### src/rtl/tt_halfadder_pkg.sv
// Shared types and constants for the bit-serial half-adder block:
// FSM state encoding, operand width, phase encodings and the fixed
// bidirectional-pin output enable.
package tt_halfadder_pkg;

  localparam int OP_W  = 4;
  localparam int IDX_W = $clog2(OP_W);

  typedef enum logic [1:0] {
    ST_IDLE = 2'd0,
    ST_HA1  = 2'd1,
    ST_HA2  = 2'd2,
    ST_DONE = 2'd3
  } state_t;

  // Reported on uio_out[6]: which of the two half-adder passes is active.
  localparam logic PHASE_HA1 = 1'b0;
  localparam logic PHASE_HA2 = 1'b1;

  // uio[7:2] are outputs, uio[1:0] are the start/abort inputs.
  localparam logic [7:0] UIO_OE_VAL = 8'b1111_1100;

endpackage

### src/rtl/half_adder_cell.sv
// Single half-adder cell; the only arithmetic element in the design.
module half_adder_cell (
  input  logic a,
  input  logic b,
  output logic s,
  output logic c
);

  assign s = a ^ b;
  assign c = a & b;

endmodule

### src/rtl/tt_um_halfadder_seq.sv
// Bit-serial 4-bit adder built from one time-shared half-adder.
// Each operand bit takes two cycles: HA1 adds A[idx]^B[idx] (propagate /
// generate), HA2 adds the propagate term to the running carry. The result
// register uo_out only updates on entry to DONE.
// Optional build macro: HA_SEQ_SAT_EN -- saturate the 4-bit sum to 4'hF
// when the addition carries out.
module tt_um_halfadder_seq #(
  parameter int OP_W = tt_halfadder_pkg::OP_W
) (
  input  logic       clk,
  input  logic       rst_n,
  input  logic       ena,
  input  logic [7:0] ui_in,
  input  logic [7:0] uio_in,
  output logic [7:0] uo_out,
  output logic [7:0] uio_out,
  output logic [7:0] uio_oe
);

  import tt_halfadder_pkg::*;

  state_t state_q, state_d;

  logic              start_q;
  logic              start_evt;
  logic              abort;
  logic [OP_W-1:0]   a_q, b_q, sum_q, sum_nxt;
  logic              carry_q, carry_nxt;
  logic              p_q, g_q;
  logic [IDX_W-1:0]  idx_q;
  logic              done_q;
  logic [OP_W:0]     res_q, res_d;

  logic              capture, latch_pg, write_bit, finish, drop;
  logic              ha_a, ha_b, ha_s, ha_c;
  logic              busy, phase;

  // Power-good and the spare bidirectional inputs have no function here.
  logic unused_inputs;
  assign unused_inputs = &{1'b0, ena, uio_in[7:2]};

  assign start_evt = uio_in[0] & ~start_q;
  assign abort     = uio_in[1];

  // State register and start-level history.
  // NOTE: clocked state uses non-blocking (<=) so every flop samples the
  // pre-edge values; blocking here would create order-dependent races.
  always_ff @(posedge clk) begin
    if (!rst_n) begin
      state_q <= ST_IDLE;
      start_q <= 1'b0;
    end else begin
      state_q <= state_d;
      start_q <= uio_in[0];
    end
  end

  // Next-state and datapath control strobes.
  // NOTE: every output of this block gets a default first, so no path
  // leaves a variable unassigned and no latch is inferred.
  always_comb begin
    state_d   = state_q;
    capture   = 1'b0;
    latch_pg  = 1'b0;
    write_bit = 1'b0;
    finish    = 1'b0;
    drop      = 1'b0;
    case (state_q)
      ST_IDLE, ST_DONE: begin
        if (start_evt) begin
          if (abort) begin
            state_d = ST_IDLE;
            drop    = 1'b1;
          end else begin
            state_d = ST_HA1;
            capture = 1'b1;
          end
        end
      end
      ST_HA1: begin
        if (abort) begin
          state_d = ST_IDLE;
          drop    = 1'b1;
        end else begin
          latch_pg = 1'b1;
          state_d  = ST_HA2;
        end
      end
      ST_HA2: begin
        if (abort) begin
          state_d = ST_IDLE;
          drop    = 1'b1;
        end else begin
          write_bit = 1'b1;
          if (idx_q == IDX_W'(OP_W - 1)) begin
            state_d = ST_DONE;
            finish  = 1'b1;
          end else begin
            state_d = ST_HA1;
          end
        end
      end
      default: state_d = ST_IDLE;
    endcase
  end

  // Half-adder input multiplexer, selected purely by FSM state.
  always_comb begin
    ha_a = 1'b0;
    ha_b = 1'b0;
    case (state_q)
      ST_HA1: begin
        ha_a = a_q[idx_q];
        ha_b = b_q[idx_q];
      end
      ST_HA2: begin
        ha_a = p_q;
        ha_b = carry_q;
      end
      default: ;
    endcase
  end

  half_adder_cell u_ha (
    .a (ha_a),
    .b (ha_b),
    .s (ha_s),
    .c (ha_c)
  );

  // Sum vector with the current bit merged in, and the result to publish.
  always_comb begin
    sum_nxt        = sum_q;
    sum_nxt[idx_q] = ha_s;
    carry_nxt      = g_q | ha_c;
`ifdef HA_SEQ_SAT_EN
    res_d = carry_nxt ? {1'b1, {OP_W{1'b1}}} : {carry_nxt, sum_nxt};
`else
    res_d = {carry_nxt, sum_nxt};
`endif
  end

  // Operand, carry, bit-index and result registers.
  // NOTE: these are plain flops, not a memory array, so all of them are
  // cleared by reset, including an operation in flight.
  always_ff @(posedge clk) begin
    if (!rst_n) begin
      a_q     <= '0;
      b_q     <= '0;
      sum_q   <= '0;
      carry_q <= 1'b0;
      p_q     <= 1'b0;
      g_q     <= 1'b0;
      idx_q   <= '0;
      done_q  <= 1'b0;
      res_q   <= '0;
    end else begin
      if (capture) begin
        a_q     <= ui_in[OP_W-1:0];
        b_q     <= ui_in[2*OP_W-1:OP_W];
        sum_q   <= '0;
        carry_q <= 1'b0;
        idx_q   <= '0;
        done_q  <= 1'b0;
      end
      if (latch_pg) begin
        p_q <= ha_s;
        g_q <= ha_c;
      end
      if (write_bit) begin
        sum_q   <= sum_nxt;
        carry_q <= carry_nxt;
        if (!finish) begin
          idx_q <= idx_q + 1'b1;
        end
      end
      if (finish) begin
        res_q  <= res_d;
        done_q <= 1'b1;
      end
      if (drop) begin
        done_q <= 1'b0;
      end
    end
  end

  assign busy  = (state_q == ST_HA1) || (state_q == ST_HA2);
  assign phase = (state_q == ST_HA2) ? PHASE_HA2 : PHASE_HA1;

  assign uo_out  = {{(7 - OP_W){1'b0}}, res_q};
  assign uio_out = {1'b0, phase, idx_q, done_q, busy, 2'b00};
  assign uio_oe  = UIO_OE_VAL;

endmodule

### config.mk
export PLATFORM = sky130hd
export DESIGN_NAME = tt_um_halfadder_seq
export DESIGN_NICKNAME = d
export VERILOG_FILES = /design/src/rtl/tt_halfadder_pkg.sv /design/src/rtl/half_adder_cell.sv /design/src/rtl/tt_um_halfadder_seq.sv
export SDC_FILE = /design/constraint.sdc
export NUM_CORES = 1
export LEC_CHECK = 0
export ABC_AREA = 1
export CAP_MARGIN = 10
export CORE_MARGIN = 2
export CORE_UTILIZATION = 45
export CTS_CLUSTER_DIAMETER = 80
export DETAILED_ROUTE_END_ITERATION = 12
export PLACE_DENSITY = 0.76
export SYNTH_ARGS = -nofsm -noshare
export SYNTH_HDL_FRONTEND = slang
export SYNTH_SLANG_ARGS = --single-unit
### constraint.sdc
create_clock -name clk -period 3 [get_ports clk]
set_clock_uncertainty 0.1 [all_clocks]
set_input_delay 0.6 -clock clk [delete_from_list [all_inputs] [get_ports clk]]
set_output_delay 0.6 -clock clk [all_outputs]
set_load 0.05 [all_outputs]
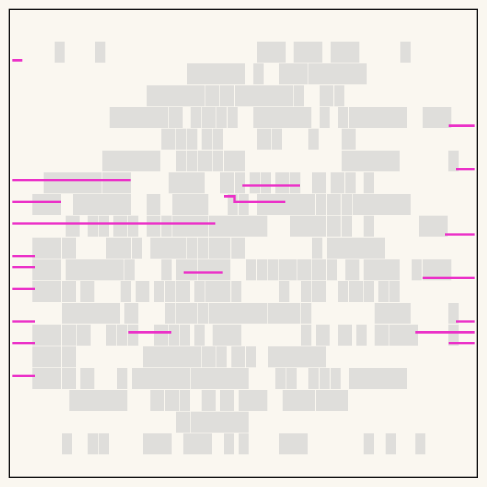
Run 1: M3 wires
Scale: 8 px per um. Cells faint in the background.
share of all routed wire = 5.0%
main direction = horizontal
longest straight run = 25.1 um
wire length on this layer = 113 um
nets with wire on the layer = 20
routed wire length: 2240 um
met3 Resource Use GR: 2.64%
via total after detailed routing: 1076

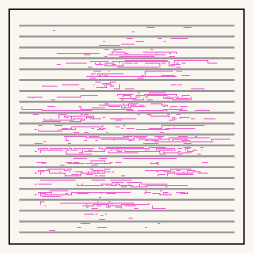
Run 1: signal wires on met1
Scale: 4 px per um. Supply wires on this layer in grey.
nets with wire on the layer = 184
longest straight run = 22.5 um
met1 track demand over resource in global routing: 19.3%

==> run notes, run 1 <==
The run finished with clean final reports. For this run, the script counts the antenna cells in the layout as 0. The run gives 43 as the boundary pin count.

The run gives 66.7% for the worst-case headroom to the max-slew limit. The final timing report lists a hold violation count of 0. The synthesized netlist has a Yosys-reported chip area of 0.00133 mm2.

Setup repair after global routing left no endpoint under its margin. TritonCTS built the clock tree. The fraction of final layout cells with drive strength greater than 1 was 8.00%. The logs give 624 um2 for the logic area and 0 for the leftover overflow at the end of global routing.

With the number of antenna violations at the first check in global routing at 0, the count of nets after finishing is 227. The report lists the cells along the critical path as inv_1 -> ha_1 -> inv_1 -> clkdlybuf4s50_1. Library cell with the highest instance count after synthesis: nand2_1.

At the worst endpoint, the required time is 2.30 ns. The largest individual stage delay along the critical path comes from the cell clkdlybuf4s50_1. The number of rows created at floorplan is 19, and the leakage power figure is 0.617 nW.

The run gives 0.81 ns for the peak per-stage delay on the critical path. The clock buffer count from CTS is 3, and the count of hold-fix buffers inserted at cts is 0. Global routing consumed, over all layers together, 14.1% of the routing resources. With the routability congestion estimate from global placement at 0.772, the setup fix buffers added after clock tree synthesis is 0.

Yosys mapped the design onto 20 distinct sky130hd cell types. The routed design shows a via density per instance of 4.66. Count of library flops with an enable pin: 0. The startpoint of the tightest hold check path was b_q[1]$_SDFFE_PN0P_.

The cell-mix breakdown from Yosys lists the XOR/XNOR area share as 0%. The run gives 4 for the number of search-and-repair iterations in the first detailed-routing pass. The final clock period utilization by the worst path was 90.1%. The share of the synthesized area in the top cell type was 37.7%. Checking hold timing, the worst path is listed with class reg -> reg. The startpoint of the most critical register-to-register path is idx_q[0]$_SDFF_PN0_. For reference, the final report shows the max-slew violation count at 0. Flip-flop and latch count after synthesis: 25. In this run the standard cell core region covers 0.00278 mm2.

The total of fill cells in the finished design was 269; the worst-path maximum fanout was 4. The total buffers and inverters traversed by the critical path works out to 3. Main flop type: dfxtp_1. Of the total synthesized cell area, the portion taken by AND-OR and OR-AND cells is 16.0%. The worst setup path is launched from a register. In this run, the synthesized area fraction spent on and/or/nand/nor cells is recorded as 20.5%. The initial standard-cell utilization of the core is 47.7%.

The critical path is of the reg -> out type. The worst setup path startpoint was state_q[0]$_SDFFE_PN0P_. As logged by OpenROAD, the buffers inserted on ports number 21. The script computed a power per unit cell area of 421 mW/mm2. The cell area after synthesis is 0.00133 mm2, and the data arrival at the endpoint of the critical path is 2.00 ns.

The timing report shows the most common cell along the critical path to be inv_1. The number of maximum-capacitance violations recorded for the run is 0. The H-tree depth reported by CTS was 1; the sequential fraction of the synthesis area was 37.7%. The number of DRC markers in iteration 0 was 17. The tools report the root buffer cell as clkbuf_4.

The via count of the first global-routing pass is 920. The clock transition at the register clock pins on the worst setup and hold paths after CTS is 0.14 ns. Entering global routing, the biggest net connects 20 pins. The timing-limited maximum frequency was 370 MHz. STA classifies the critical path endpoint as a primary output. For this run, asynchronously set or reset flops after synthesis account for 0%.

The clock passes through at most 2 buffers. The post-synthesis mux area share was 0%. Per the OpenROAD floorplan log, the width of the die is 58.3 um.

Across all stage logs, warnings added up to 37. By area, the combinational part of the netlist is dominated by simple AND/OR/NAND/NOR gates. The last timing report of the flow puts the setup violation total at 0.

Of the total synthesized cell area, the portion taken by full adders, half adders and majority gates is 6.60%. Ranked by instance count, the synthesized netlist is headed by nand2_1 (39), dfxtp_1 (25), inv_1 (22), a21oi_1 (21). The kind of cell adding the most delay to the critical path was buffers and inverters. The count of nets left with antenna violations once routing finished came out at 0. The logs give 0 for the number of gates resized after cts and 277 uV for the worst-case vdd ir drop.

The run gives 0 for the synthesis warning total. The synthesized design spends more area on one cell type than any other, namely dfxtp_1. For this design, Yosys synthesis ends with a cell count of 183. The mean instance size in the synthesized netlist is 7.25 um2, and the final routed wire length divided by cell count is 9.68 um. Counting I/O delays and the setup requirement, the final critical path takes 2.70 ns.

In this run the vertical extent of the chip is 58.3 um. The main area contributors are dfxtp_1 (38%), nand2_1 (11%), buf_4 (9.6%), a21oi_1 (7.9%), ha_1 (6.6%). After routing, the total negative slack on setup checks comes to 0 ns.
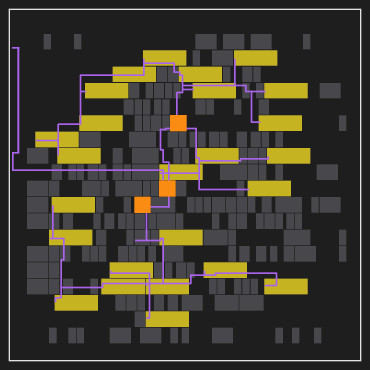
Run 1: routed clock nets over the placement
Scale: 6 px per um.
yellow -> flip-flops  # count 25
orange -> clock drivers  # count 3
purple -> clock wires  # length 288 um
routed clock nets = 4
Clk Latency, worst-skew pair: 0.32 ns
Clk power: 0.155 mW
portion of total power attributed to the clock network: 24.4%

[run 1: cell usage in the layout, fill, tap and decap left out]
cell              n
nand2_1          39
dfxtp_1          25
inv_1            22
a21oi_1          21
clkdlybuf4s50_1  21
o21ai_0          17
conb_1           14
nor2_1            9
ha_1              7
inv_2             5
nand3_1           5
nor2_4            3
nor3_1            3
clkbuf_4          3
a21oi_2           2
nand2_2           1
nand2_4           1
o21ai_1           1
clkinvlp_4        1
[run 1: cell families (layout without fill, tap and decap cells)]
logic type | after synthesis | in the layout
AND-OR/OR-AND | 41 | 41
adder cells (fa/ha/maj) | 7 | 7
buffers and inverters | 47 | 52
flip-flops | 25 | 25
other | 2 | 14
AND/OR/NAND/NOR | 61 | 61
[run 1: registers in the layout, indices dropped and copies added (netlist names)]
| register | flops |
|---|---|
| start_q | 1 |
| b_q | 4 |
| done_q | 1 |
| g_q | 1 |
| carry_q | 1 |
| idx_q | 2 |
| a_q | 4 |
| p_q | 1 |
| sum_q | 3 |
| res_q | 5 |
| state_q | 2 |
[run 1: final timing paths]
path	end	slack [ns]	cells past startpoint
hold reg to reg	b_q[1]$_SDFFE_PN0P_	0.37	2
setup reg to reg	sum_q[0]$_SDFFE_PN0P_	1.04	11
setup / recovery	uio_out[2]	0.30	4
hold / removal	b_q[1]$_SDFFE_PN0P_	0.37	2
[run 1: stage by stage]
stage | worst slack (ns) | std cells | power, mW | instance area, um2 | hold WS, ns
final | 0.297 | 231 | 0.634 | 1510 | 0.365
after detailed placement | 0.652 | 227 | 0.486 | 1480 | 0.347
after CTS | 0.282 | 231 | 0.640 | 1510 | 0.366
after global placement | 0.660 | 227 | 0.485 | 1480 | 0.341
after global routing | 0.200 | 231 | 0.667 | 1510 | 0.389
after floorplan | 0.953 | 195 | 0.475 | 1370 | 0.329
[run 1: final cells by class]
type | count | share of cell area, %
multi-input combinational | 123 | 41.5
inverter | 27 | 6.73
clock buffer | 3 | 1.50
timing repair buffer | 21 | 14.0
clock inverter | 1 | 0.499
sequential | 25 | 33.3
tap | 31 | 2.58
[run 1: where the power goes]
group          internal, mW  leakage (nW)  switching [mW]  total [mW]
clock                0.0509        0.0139           0.104       0.155
sequential            0.345         0.203         0.00587       0.351
combinational        0.0362         0.400          0.0920       0.128
total                 0.432         0.617           0.202       0.634
[run 1: metal layers]
metal / track usage [%] / routed length, um / up-vias / share of wire (%)
met4: 6.31 / 21 / 0 / 0.94
met5: 0 / 0 / - / 0
met1: 19.3 / 1070 / 476 / 48
met3: 2.64 / 112 / 2 / 5.0
li1: - / - / 573 / -
met2: 21.5 / 1030 / 25 / 46
[run 1: worst min-delay path, delay by kind of cell (launching register included)]
kind	cells	cell delay, ns
compound gates	1	0.05
flops	1	0.32
buf+inv	1	0.06
==> run 1 -> run 2 <==
CORE_ASPECT_RATIO = 1.5   (was unset)
==> run notes, run 2 <==
The cell count of the worst hold path was 2. At the pin with the least slew margin, the transition time is 0.510 ns. The count of final hold-check violations is 0.

nand2_1 is the most common cell in the netlist. The overall global routing resource usage came out at 15.5%. In the final layout, flip-flops and latches occupy 500 um2.

For this run, the script counts the antenna cells in the layout as 0. Ranked by flip-flop count, first place goes to res_q. The die is 48.3 um wide. Looking at the setup timing report, the critical path kind is reg -> out.

The biggest area contributor in the post-synthesis netlist is dfxtp_1. Input and output buffers added on the ports amount to 21. In this run, synthesis produced a sequential element count of 25. Per the timing report, the most critical flop-to-flop path originates at idx_q[0]$_SDFF_PN0_. The script logs the ratio of routed vias to standard cells as 4.52. At the end of the flow, the number of nets in the layout was 228.

The global-route wire length before repair is 4150 um. The clock transition at the register clock pins on the worst setup and hold paths after CTS is 0.09 ns, and the number of search-and-repair iterations in the first detailed-routing pass is 4. The run gives 0 ns for the total negative slack.

The count of library flops with an enable pin was 0; the number of buffers between clock root and the deepest sink was 2. In the Yosys report the total cell count is 183. For this design, the sink count on the clock tree is 25. In this run the standard cell core region covers 0.00285 mm2. The leakage power figure was 0.633 nW; the share of flip-flops with an asynchronous set or reset after synthesis was 0%. Pin placement for this block handled 43 I/O pins. The synthesis report lists the most area-consuming cells as dfxtp_1 (38%), nand2_1 (11%), buf_4 (9.6%), a21oi_1 (7.9%), ha_1 (6.6%).

According to the dpl log, the detail-placed design has an HPWL of 1830 um. In this run the most critical hold path is launched from a_q[0]$_SDFFE_PN0P_. The max-capacitance violation count came out at 0. Entering global routing, the biggest net connects 20 pins.

The fraction of final layout cells with drive strength greater than 1 was 8.46%. The register with the most flip-flops in the layout has 5 of them. The tree is rooted in a clkbuf_8. On the final layout, the worst hold slack is 0.354 ns.

The area growth from synthesis to layout is 15.9%. End of the worst register-to-register path: sum_q[1]$_SDFFE_PN0P_. In the final layout, the multi-input gates occupy 624 um2. The die covers 0.00341 mm2. The area recorded from the Yosys report for this design is 0.00133 mm2. For the required time of the worst setup path, the log shows 2.30 ns.

The via count of the first global-routing pass is 981, and the vertical die dimension is 70.5 um. Once iteration 0 of detailed routing completed, the report listed 24 DRC markers. The skew report gives the latency at the later pin of the worst-skew pair as 0.27 ns.

Dividing total power by cell area gives a power density of 442 mW/mm2. The worst-case headroom to the max-slew limit is 65.9%. With the timing-limited maximum frequency at 375 MHz, the share of the synthesized area in the top cell type is 37.7%. Summing every instance area after synthesis gives 0.00133 mm2. The clock period minus worst slack works out to 2.67 ns. The setup fix buffers added after clock tree synthesis was 0; the clock buffer count from CTS was 3. In this run the VDD rail shows a maximum IR drop of 302 uV.

The main flop type was dfxtp_1. With the H-tree depth reported by CTS at 1, the final max-slew violation count is 0. Number of gates resized after cts: 0. The worst setup path is launched from a register. For this run, the number of Yosys warnings is 0. In the layout the commonest cells are nand2_1 (39), dfxtp_1 (25), inv_1 (22).

The commonest cells after synthesis are nand2_1 (39), dfxtp_1 (25), inv_1 (22), a21oi_1 (21). The tools report the initial standard-cell utilization of the core as 46.5%. In this run the core area contains 24 standard-cell rows.

STA lists the maximum fanout along the critical path as 4. The netlist uses 20 different library cells. In the Yosys report, the sequential cells make up 37.7% of the chip area. The total tool warning count came out at 37.

TritonCTS built the clock tree. The run gives 0 as the count of hold-fix buffers inserted at cts. Synthesis handed over a netlist of 183 instances.

The run gives 0.831 for the routability congestion estimate from global placement. The arrival time of data at the worst endpoint is listed as 1.97 ns. The largest registers in the layout are res_q: 5 flops, a_q: 4 flops, b_q: 4 flops. The final report lists the setup-violating endpoint count as 0. For flop-to-flop paths, the worst setup slack is 1.07 ns. The number of antenna violations at the first check in global routing came out at 0. STA reports the tightest min-delay check as being of type reg -> reg. After detailed routing, the average wire length per cell comes to 9.87 um. Once detail routing completed, the nets flagged for antenna violations numbered 0. In this run the mean area of a mapped cell was 7.25 um2. The total of fill cells in the finished design came out at 302. TritonRoute reported its final design rule violation total as 0. The final timing summary puts the cycle share of the worst path at 88.9%. The element type at the critical path end is a primary output. The run finished with clean final reports.

Setup repair after global routing left no endpoint under its margin. The number of cells on the worst reg-to-reg path works out to 11. The top cell type in the final layout, fill and taps aside, is nand2_1. Recorded from the global router log, the overflow total was 0.

Hold analysis lists the worst path endpoint as a_q[0]$_SDFFE_PN0P_.
==> run 2: cells by family after synthesis <==
kind of cell               after synthesis  synth area share, %
buffers and inverters                   47                 18.7
other                                    2                0.566
and+or+nand+nor                         61                 20.5
adders and majority gates                7                 6.60
DFF                                     25                 37.7
AOI/OAI and AO/OA                       41                 16.0
==> run 2: worst max path at each step <==
| stage | cells past startpoint | endpoint | slack [ns] | startpoint |
|---|---|---|---|---|
| floorplan | 11 | sum_q[2]$_SDFFE_PN0P_ | 0.95 | idx_q[0]$_SDFF_PN0_ |
| global placement | 4 | uio_out[2] | 0.66 | state_q[0]$_SDFFE_PN0P_ |
| detailed placement | 4 | uio_out[2] | 0.64 | state_q[0]$_SDFFE_PN0P_ |
| CTS | 4 | uio_out[2] | 0.32 | state_q[0]$_SDFFE_PN0P_ |
| global route | 4 | uio_out[2] | 0.26 | state_q[0]$_SDFFE_PN0P_ |
| finish | 4 | uio_out[2] | 0.33 | state_q[0]$_SDFFE_PN0P_ |
==> run 2: worst max-delay path, cell delays in order, from the launching register on <==
cell and delay (ns):
dfxtp_1 0.37, inv_1 0.05, ha_1 0.33, inv_1 0.13, clkdlybuf4s50_1 0.81
==> run 2: layer usage <==
layer	vias to the layer above	track usage (%)	share of wire (%)
li1	580	-	-
met1	475	15.4	41
met2	24	29.8	53
met3	5	2.14	3.4
met4	0	9.52	2.6
met5	-	0	0
==> run 2: report_power, final <==
group	switching, mW	internal, mW	leakage (nW)
Clock	0.107	0.0931	0.0255
Combinational	0.0923	0.0370	0.404
Sequential	0.00577	0.345	0.203
Total	0.205	0.475	0.633
==> run 2: area by class of cell <==
cell class	instances	area share, %
clock inverter	1	0.325
timing repair buffer	22	14.1
inverter	27	6.59
multi-input combinational	123	40.6
tap	39	3.17
sequential	25	32.5
clock buffer	3	2.68
==> run 2: metrics by stage <==
stage	worst slack, ns	utilization [%]	power [mW]	instance area, um2	cells
final	0.333	53.9	0.680	1540	240
after global routing	0.259	53.9	0.714	1540	240
after CTS	0.323	53.9	0.689	1540	240
after detailed placement	0.637	52.3	0.488	1490	236
after global placement	0.661	52.3	0.487	1490	236
after floorplan	0.953	-	0.475	1370	195
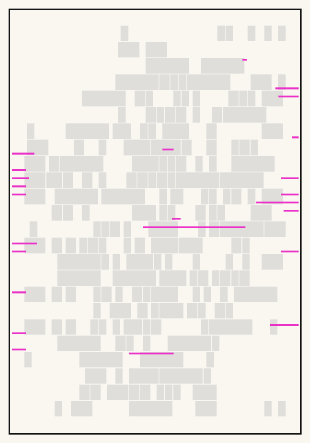
Run 2: M3 wires
Scale: 6 px per um. Cells faint in the background.
longest straight run = 16.8 um
share of all routed wire = 3.4%
main direction = horizontal
wire length on this layer = 80.1 um
routed wire length: 2370 um
met3 Resource Use GR: 2.14%
via total after detailed routing: 1084

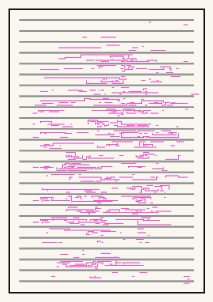
Run 2: signal wires on met1
Scale: 4 px per um. Supply wires on this layer in grey.
met1 track demand over resource in global routing: 15.4%

==> run 2 -> run 3 <==
GPL_TIMING_DRIVEN = 0   (was unset)
clock period = 3.1 ns   (was 3 ns; I/O delays follow)
==> run notes, run 3 <==
The flow ran to the end, and the final reports show no timing, DRC or antenna violations. In the layout the commonest cells are nand2_1 (39), dfxtp_1 (25), inv_1 (22). The via count was 1163. The via count of the first global-routing pass is 1068, and the total length of routed wires is 2580 um.

The run gives 0.09 ns for the clock transition at the register clock pins on the worst setup and hold paths after CTS. In the final layout, the registers with the most flip-flops are res_q: 5 flops, a_q: 4 flops, b_q: 4 flops. For this design, Yosys synthesis ends with a cell count of 183. The top register by number of flip-flops is res_q. The run gives 0.677 mW for the power consumption. The HPWL reported at the end of detailed placement was 2010 um; the synthesis warning total was 0. The repair_antennas step left the layout with diodes totalling 0.

The tools report the H-tree depth reported by CTS as 1. In the global route stage, overall resource usage came out at 17.0%. The root buffer cell chosen for the clock tree is clkbuf_8.

Final hold analysis gives a worst-case slack of 0.355 ns. The run gives 5 for the flip-flop count of the largest register after layout. 43 I/O pins were placed. The final weighted congestion recorded by global placement is 0.801. Measured along the y axis, the die boundary spans 70.5 um. Derived from the worst setup path, the maximum achievable clock frequency is 355 MHz.

The number of gates resized after cts came out at 0. The critical path maximum fanout is 4. Entering global routing, the biggest net connects 15 pins.

The data arrival at the endpoint of the critical path was 2.10 ns. The filler cells instantiated in the layout total 279. OpenSTA, run right after detailed placement, puts the worst setup slack at 0.601 ns. STA classifies the critical path endpoint as a primary output.

The share of flip-flops with an asynchronous set or reset after synthesis came out at 0%. The non-filler instance count after layout is 259. For reference, the top cells by area after synthesis are dfxtp_1 (38%), nand2_1 (11%), buf_4 (9.6%), a21oi_1 (7.9%), ha_1 (6.6%). The critical path class is reg -> out.

Sequential elements use 37.7% of the synthesized area. Port buffer count: 21. The required time of the worst setup path is 2.38 ns. For the number of clock sinks, the log shows 25.

Summed over all failing endpoints, the final setup total negative slack is 0 ns. The number of DRC markers in iteration 0 is 17, and the post-detailed-route via-to-cell ratio is 4.49. The final report gives the standard cell area, fillers excluded, as 0.00168 mm2. The run gives 0.280 ns as the final worst slack. Max-cap violations in this run came to 0.

For the post-synthesis cell count, the log shows 183. The final clock period utilization by the worst path was 91.0%; the cell total after placement was 255. With the flip-flop and latch count after synthesis at 25, the ratio of total power to cell area is 403 mW/mm2.

Looking at area per cell type in the netlist, the leader is dfxtp_1. The logs give 0.00133 mm2 for the cell area after synthesis and 0 for the setup fix buffers added after clock tree synthesis. According to the finish report, the design has a final net count of 247. The detail route stage leaves a number of antenna-violating nets equal to 0. The most critical min-delay path falls under reg -> reg. In this run the static leakage power is 0.721 nW. The post-CTS hold buffer count recorded in the log is 0. The die footprint is 0.00341 mm2.

The number of antenna violations at the first check in global routing came out at 0. The total tool warning count was 37; the clock buffer count from CTS was 3. The die outline width came out at 48.3 um. For this run, the final setup violation count is recorded as 0. Setup repair after global routing left no endpoint under its margin. The number of search-and-repair iterations in the first detailed-routing pass was 4. After detailed routing, the number of remaining DRC violations is 0.

The run gives 20 as the number of unique standard cell types used by synthesis. The share of synthesized area in the top cell type comes to 37.7%. The routed design shows a wire length per standard cell of 9.95 um. Per the final layout report, the fraction of cells sized above drive strength 1 comes to 15.5%.

The startpoint type of the worst setup path was a register. The commonest register cell is dfxtp_1. Yosys instantiated no cell more often than nand2_1.

The count of library flops with an enable pin is 0. Yosys reports that the most numerous cell types are nand2_1 (39), dfxtp_1 (25), inv_1 (22), a21oi_1 (21). In this run the layout overhead on the synthesized area is reported as 26.4%.

Across all register-to-register paths, the minimum setup slack is 1.09 ns. In this run the VDD rail shows a maximum IR drop of 225 uV. TritonCTS built the clock tree. The first global-routing pass estimated 4570 um of wire. Hold-check failures listed in the final report amount to 0. With the number of rows created at floorplan at 24, the leftover overflow at the end of global routing is 0.

The run gives 0 for the final max-slew violation count. The clock passes through at most 2 buffers. In the synthesis report, Yosys lists the chip area as 0.00133 mm2. Once placement finished, the instance area stood at 0.00163 mm2. The clock period could shrink to 2.82 ns. The leading cell type in the layout, fill and taps excluded was nand2_1. Each instance of the synthesized netlist takes up on average 7.25 um2.
==> run 3: cell counts after synthesis <==
No cell type changed its count.
==> run 3: path summary, 6_finish.rpt <==
| check | from | endpoint | cells after the start |
|---|---|---|---|
| setup / recovery | state_q[0]$_SDFFE_PN0P_ | uio_out[2] | 5 |
| hold / removal | b_q[1]$_SDFFE_PN0P_ | b_q[1]$_SDFFE_PN0P_ | 2 |
| setup reg to reg | idx_q[0]$_SDFF_PN0_ | sum_q[1]$_SDFFE_PN0P_ | 11 |
| hold reg to reg | b_q[1]$_SDFFE_PN0P_ | b_q[1]$_SDFFE_PN0P_ | 2 |
==> run 3: critical path: stages, from the launching register on <==
cell and delay, ns:
dfxtp_1 0.37, inv_1 0.07, ha_1 0.34, inv_1 0.14, buf_4 0.12, clkdlybuf4s50_1 0.79
==> run 3: cell type report <==
type	instances	area (um2)	share of cell area [%]
timing repair buffer	21	210	12.5
buffer	20	146	8.72
sequential	25	500	29.8
clock inverter	1	5.00	0.298
multi-input combinational	123	624	37.2
inverter	27	101	6.04
clock buffer	3	41.3	2.46
tap	39	48.8	2.91
==> run 3: cell families (layout without fill, tap and decap cells) <==
kind of cell             count (synthesis)  in the layout  share of synthesized area (%)
AND/OR/NAND/NOR                         61             61                           20.5
flip-flops                              25             25                           37.7
AND-OR/OR-AND                           41             41                           16.0
other                                    2             14                          0.566
adder cells (fa/ha/maj)                  7              7                           6.60
buffers and inverters                   47             72                           18.7
==> run 3: layer usage <==
layer,vias up,share of wire [%],global-route usage (%),wire [um]
met2,35,53,31.8,1360
met3,6,3.7,1.92,96
met4,0,2.7,10.2,70
met1,506,41,17.9,1050
li1,616,-,-,-
met5,-,0,0,0
==> run 3: where the power goes <==
part           internal (mW)  switching, mW  total, mW
sequential             0.334        0.00574      0.339
combinational         0.0519         0.0946      0.147
clock                 0.0899          0.101      0.191
total                  0.475          0.202      0.677
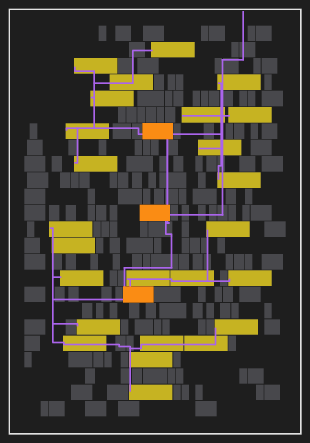
Run 3: routed clock nets over the placement
Scale: 6 px per um.
orange -> clock drivers  # count 3
purple -> clock wires  # length 294 um
yellow -> flip-flops  # count 25
routed clock nets = 4
Clk Latency, worst-skew pair: 0.27 ns
Clk power: 0.191 mW

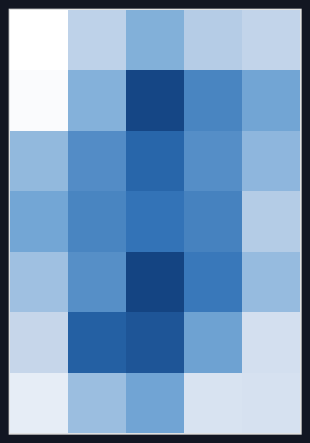
Run 3: placement density heat map
Scale: 6 px per um. The die is cut into 5 by 7 equal tiles; white is low, dark blue is high, 0 to 100% covered.
fullest tile = 92%
densest ninth of the die = centre
tiles over 75% full = 14%
initial cell density of the core: 46.5%
Core Box Area: 0.00285 mm2
fin util: 58.8%


## Gallery

The clock network.
panel A
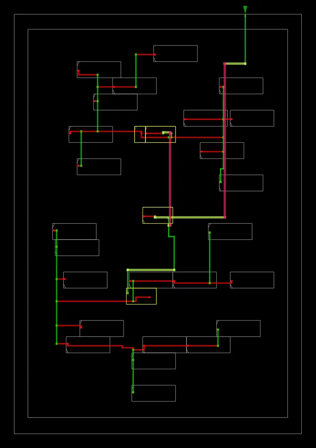
panel B
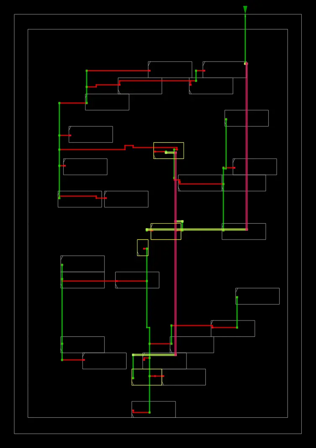
panel C
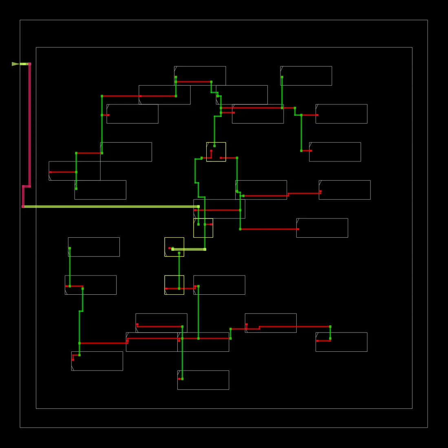
| picture | from |
|---|---|
| panel A | run 3 |
| panel B | run 2 |
| panel C | run 1 |

Power figures rest on the tool's default switching activity, not on a simulated workload.
